==> src/rtl/scpu_trace_buf.sv <==
// Retirement trace buffer: circular capture of {pc, instr, wdata} around a PC trigger, then drained oldest-first.
// Optional macro TRACE_REGWRITE_FILTER_EN restricts capture to register-writing instructions.
module scpu_trace_buf #(
  parameter int unsigned DW    = 32,
  parameter int unsigned DEPTH = 16,
  parameter int unsigned POST  = 8
) (
  input  logic                      clk,
  input  logic                      rst,
  input  logic                      commit,
  input  logic [31:0]               pc,
  input  logic [31:0]               instr,
  input  logic [DW-1:0]             wdata,
  input  logic                      regwrite,
  input  logic                      arm,
  input  logic [31:0]               trig_pc,
  input  logic                      rd_en,
  output logic [63+DW:0]            rd_data,
  output logic                      rd_valid,
  output logic [1:0]                state,
  output logic [$clog2(DEPTH):0]    count
);

  localparam int unsigned AW = $clog2(DEPTH);
  localparam int unsigned CW = AW + 1;
  localparam int unsigned EW = 64 + DW;

  typedef enum logic [1:0] {
    ST_IDLE  = 2'd0,
    ST_ARMED = 2'd1,
    ST_POST  = 2'd2,
    ST_DONE  = 2'd3
  } stateT;

  stateT          curState, nxtState;
  logic [AW-1:0]  wrPtr, nxtWrPtr;
  logic [AW-1:0]  rdPtr, nxtRdPtr;
  logic [CW-1:0]  nxtCount;
  logic [AW-1:0]  postCnt, nxtPostCnt;
  logic           nxtValid;
  logic [EW-1:0]  nxtData;
  logic           capture_c;
  logic           capEn_c;
  logic [EW-1:0]  mem [DEPTH];

  // Capture qualifier: commit while collecting, optionally only for register writers
`ifdef TRACE_REGWRITE_FILTER_EN
  assign capEn_c = commit && regwrite && (curState == ST_ARMED || curState == ST_POST);
`else
  logic unusedRegwrite;
  assign unusedRegwrite = regwrite;
  assign capEn_c = commit && (curState == ST_ARMED || curState == ST_POST);
`endif

  assign state = curState;

  always_ff @(posedge clk or negedge rst) begin
    if (!rst) begin
      curState <= ST_IDLE;
      wrPtr    <= '0;
      rdPtr    <= '0;
      count    <= '0;
      postCnt  <= '0;
      rd_valid <= 1'b0;
      rd_data  <= '0;
    end else begin
      curState <= nxtState;
      wrPtr    <= nxtWrPtr;
      rdPtr    <= nxtRdPtr;
      count    <= nxtCount;
      postCnt  <= nxtPostCnt;
      rd_valid <= nxtValid;
      rd_data  <= nxtData;
    end
  end

  // Trace storage; contents are don't-care until written after an arm
  always_ff @(posedge clk) begin
    if (capture_c) mem[wrPtr] <= {pc, instr, wdata};
  end

  always_comb begin
    nxtState   = curState;
    nxtWrPtr   = wrPtr;
    nxtRdPtr   = rdPtr;
    nxtCount   = count;
    nxtPostCnt = postCnt;
    nxtValid   = 1'b0;
    nxtData    = rd_data;
    capture_c  = 1'b0;

    if (arm) begin
      nxtState   = ST_ARMED;
      nxtWrPtr   = '0;
      nxtRdPtr   = '0;
      nxtCount   = '0;
      nxtPostCnt = '0;
    end else begin
      unique case (curState)
        ST_ARMED, ST_POST: begin
          if (capEn_c) begin
            capture_c = 1'b1;
            nxtWrPtr  = wrPtr + AW'(1);
            if (count != CW'(DEPTH)) nxtCount = count + CW'(1);
            if (curState == ST_ARMED) begin
              if (pc == trig_pc) begin
                if (POST == 1) begin
                  nxtState = ST_DONE;
                end else begin
                  nxtPostCnt = AW'(POST - 1);
                  nxtState   = ST_POST;
                end
              end
            end else if (postCnt <= AW'(1)) begin
              // Last post-trigger entry: counter reaches zero here
              nxtPostCnt = '0;
              nxtState   = ST_DONE;
            end else begin
              nxtPostCnt = postCnt - AW'(1);
            end
          end
        end
        ST_DONE: begin
          if (rd_en && count != '0) begin
            nxtValid = 1'b1;
            nxtData  = mem[rdPtr];
            nxtRdPtr = rdPtr + AW'(1);
            nxtCount = count - CW'(1);
            if (count == CW'(1)) nxtState = ST_IDLE;
          end
        end
        default: ;
      endcase
    end

    // On entry to DONE point the read pointer at the oldest stored entry
    if (nxtState == ST_DONE && curState != ST_DONE) nxtRdPtr = nxtWrPtr - AW'(nxtCount);
  end

endmodule

==> config.mk <==
export PLATFORM = sky130hd
export DESIGN_NAME = scpu_trace_buf
export DESIGN_NICKNAME = d
export VERILOG_FILES = /design/src/rtl/scpu_trace_buf.sv
export SDC_FILE = /design/constraint.sdc
export NUM_CORES = 2
export LEC_CHECK = 0
export CAP_MARGIN = 20
export CORE_MARGIN = 2
export CORE_UTILIZATION = 63
export CTS_BUF_LIST = sky130_fd_sc_hd__clkbuf_8
export DETAILED_ROUTE_END_ITERATION = 16
export GPL_TIMING_DRIVEN = 0
export PLACE_DENSITY = 0.82
export SLEW_MARGIN = 5
export SYNTH_ARGS = -nofsm -noshare
export SYNTH_HDL_FRONTEND = slang
export SYNTH_SLANG_ARGS = --single-unit
==> constraint.sdc <==
create_clock -name clk -period 10 [get_ports clk]
set_input_delay 2 -clock clk [delete_from_list [all_inputs] [get_ports clk]]
set_output_delay 2 -clock clk [all_outputs]
set_load 0.01 [all_outputs]
==> reports/results.ini <==
[grt]
antenna_found_initial=17
grt_max_degree=79
grt_pass1_vias=36700
grt_pass1_wl_mm=239
grt_overflow_total=0

[timing]
max_slew_margin_pct=22.4
finClkSkew_ps=58.5
setup_slack_ps=4380
grt_setup_unrepaired=false
period_minus_slack_ps=5620
slew_viol_final=0
timing.hold.ws_ps=473
max_freq_ghz=0.178
tightest_slew_ps=1160
final_hold_viol_count=0
setup_viol=0
finalCritPeriodShare_pct=56.2

[placed_design]
place.gp.congestion=0.828
hpwl_mm=107
placed_cell_area_mm2=0.0699
io_buffers=236
place_ws_ps=3420

[clocking]
cts-resized-gates=0
cts_max_path_buffers=3
htree_levels=4
cts-root-buf=clkbuf_8
postCtsSetupBuffers=0
cts_tree=done
clock_latency_ps=930
cts_buffers=239
clkSinkCount=1652
hold_buffers=0
clk_pin_slew_ps=60

[route]
ant_nets=0
drtIter0Drc=5241
dr.pass1.iters=8
avgRoutedWirePerCell_um=29.5
drcViolationCount=0
via_per_inst=6.51

[job]
warning_count=37
drv_cap=0

[setup_path]
cp_cell_sequence=clkdlybuf4s50_1 > xor2_1 > nor4_1 > nand4_1 > nor3_1 > nand4_1 > nand4b_1 > mux2_2
cpMostUsedCell=nand4_1
endpoint_kind=flip-flop
crit_type=input port to flip-flop
crit_fanout=17
slowest_delay_ps=920
slowest_stage=clkdlybuf4s50_1
cp.arrival_ps=6410
crit_required_ps=10790
startpoint_type=input port

[final_layout]
fin_nets=4190
drive_above_1_share_pct=19.7
final_cell_area_mm2=0.0745
area_delta_synth_final_pct=16.4

[logic_synthesis]
netlist_area_mm2=0.0639
synth_cell_types=52
area_leaders=edfxtp_1, mux4_2, dfrtp_1
async_flop_share_pct=7.02
yosysSeqAreaShare_pct=76.7
synth_cells=3419
edf_count=1536
synthFlopType=edfxtp_1
most_common_cell=edfxtp_1
yosysTopAreaCell=edfxtp_1
top_area_share_pct=72.1
ys_ff=1652
top_cells_by_count=edfxtp_1, nand2_1, mux2i_1
yosysWarnings=0
yosys_cells=3419
synth_nets=3571
synth_area_per_cell_um2=18.7
synth-area-yosys_mm2=0.0639

[floorplan]
rows=116
coreArea_mm2=0.100
die_y_um=323
ios=238
fp_util_pct=63.8
chipArea_mm2=0.104
die_w_um=323

[min_path]
worstHoldPathType=flip-flop to flip-flop

[outcome]
status=completed

[power]
power_leakage_nw=23.9
ir_drop_v=0.000150
power_per_cell_area_mw_per_mm2=247

-- cell usage in the layout (no fill, tap or decap), types with 110 or more instances in the layout --
| master | netlist | layout |
|---|---|---|
| a21oi_1 | 110 | 110 |
| inv_1 | 22 | 120 |
| o221ai_1 | 192 | 192 |
| mux4_2 | 192 | 192 |
| o21ai_0 | 147 | 147 |
| clkdlybuf4s50_1 | 0 | 235 |
| nand2_1 | 310 | 310 |
| mux2i_1 | 290 | 290 |
| clkbuf_8 | 0 | 255 |
| dfrtp_1 | 116 | 116 |
| edfxtp_1 | 1536 | 1536 |
-- critical path, delay by kind of cell --
kind,cells,cell delay [ps]
xor gates and xnor gates,1,390
muxes,1,400
buffers and inverters,1,920
and+or+nand+nor,5,2680
-- where the power goes --
part | internal (W) | leakage, nW | switching, W | total (W)
Clock | 0.00251 | 2.66 | 0.00254 | 0.00505
Combinational | 0.00219 | 5.83 | 0.00305 | 0.00525
Sequential | 0.00791 | 15.4 | 0.000202 | 0.00811
-- per-layer routing --
metal	GRT usage, %	vias to the layer above	part of all wire, %
met5	0	-	0.051
met4	14.8	12	4.1
met3	7.21	412	11
met2	52.1	2561	49
met1	42.1	18400	35
li1	-	15100	-
-- flip-flops by register name (all words and copies together) (netlist names) --
| signal | cells |
|---|---|
| rd_valid | 1 |
| rd_data | 96 |
| state | 2 |
| count | 5 |
| wrPtr | 4 |
| rdPtr | 4 |
| mem | 1536 |
| postCnt | 4 |
-- per-stage QoR --
step	cells	util (%)	setup TNS, ps	total power, W
2_1_floorplan	3419	-	0	0.0114
3_3_place_gp	5012	67.8	-7395610	0.0133
3_5_place_dp	5151	69.7	0	0.0134
4_1_cts	5601	74.2	0	0.0184
5_1_grt	5612	74.2	0	0.0190
6_report	5617	74.2	0	0.0184
-- final cells by class --
| type | instances | area, µm² |
|---|---|---|
| Antenna cell | 13 | 32.5 |
| Buffer | 189 | 873 |
| Clock buffer | 255 | 3510 |
| Clock inverter | 195 | 1010 |
| Fill cell | 5530 | 25800 |
| Inverter | 23 | 86.3 |
| Multi-Input combinational cell | 1555 | 14100 |
| Sequential cell | 1652 | 49000 |
| Tap cell | 1357 | 1700 |
| Timing Repair Buffer | 378 | 4160 |
-- path summary, 6_finish.rpt --
check,slack [ps],depth (start not counted),startpoint,to
worst max register to register,6120,10,rdPtr[2],rd_data[21]
max in group asynchronous,8090,2,rst,rd_data[51]
worst min register to register,470,2,rd_data[35],rd_data[35]
min in group asynchronous,990,1,rst,rd_data[7]
worst min-delay path,470,2,rd_data[35],rd_data[35]
worst max-delay path,4380,8,pc[26],rdPtr[2]
-- kinds of logic (layout without fill, tap and decap cells) --
group,after synthesis,count (layout),share of synthesized area [%]
buffers and inverters,212,1040,1.50
flip-flops,1652,1652,76.7
XOR/XNOR,40,40,0.548
AND-OR/OR-AND,529,529,5.39
multiplexers,581,581,13.0
AND/OR/NAND/NOR,387,387,2.48
adder cells (fa/ha/maj),18,18,0.364
other,0,13,0
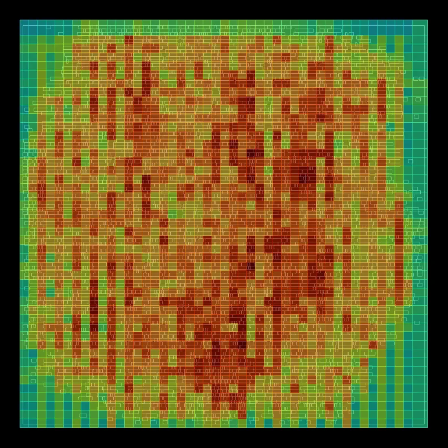
Fig. 1. Congestion heat map.
All-Layer GR Usage: 32.1%
busiest layer in global routing: met2
met2 usage: 52.1%

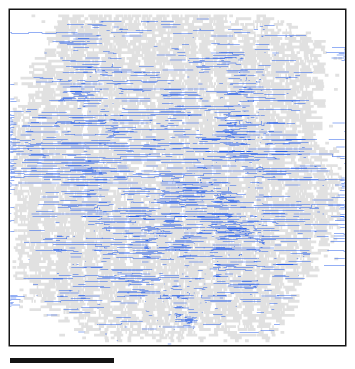
Fig. 2. Signal wires on met3.
Scale bar: 100 µm. Cells faint in the background.
main direction	horizontal
share of all routed wire	11%
via count: 36500
GR Util met3: 7.21%
Total Wirelength: 166 mm

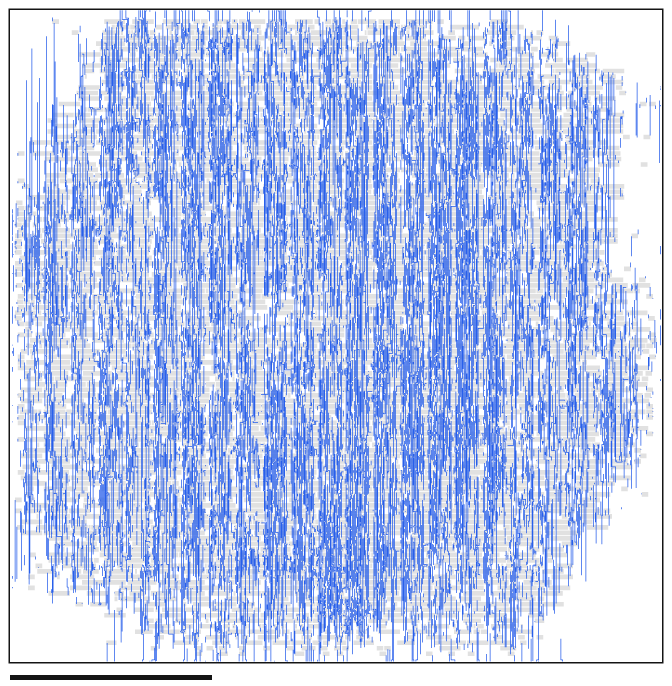
Fig. 3. M2 wires.
Scale bar: 100 µm. Cells faint in the background.
main direction	vertical
longest straight run	124 µm

Power is estimated from default activity; no workload was simulated.
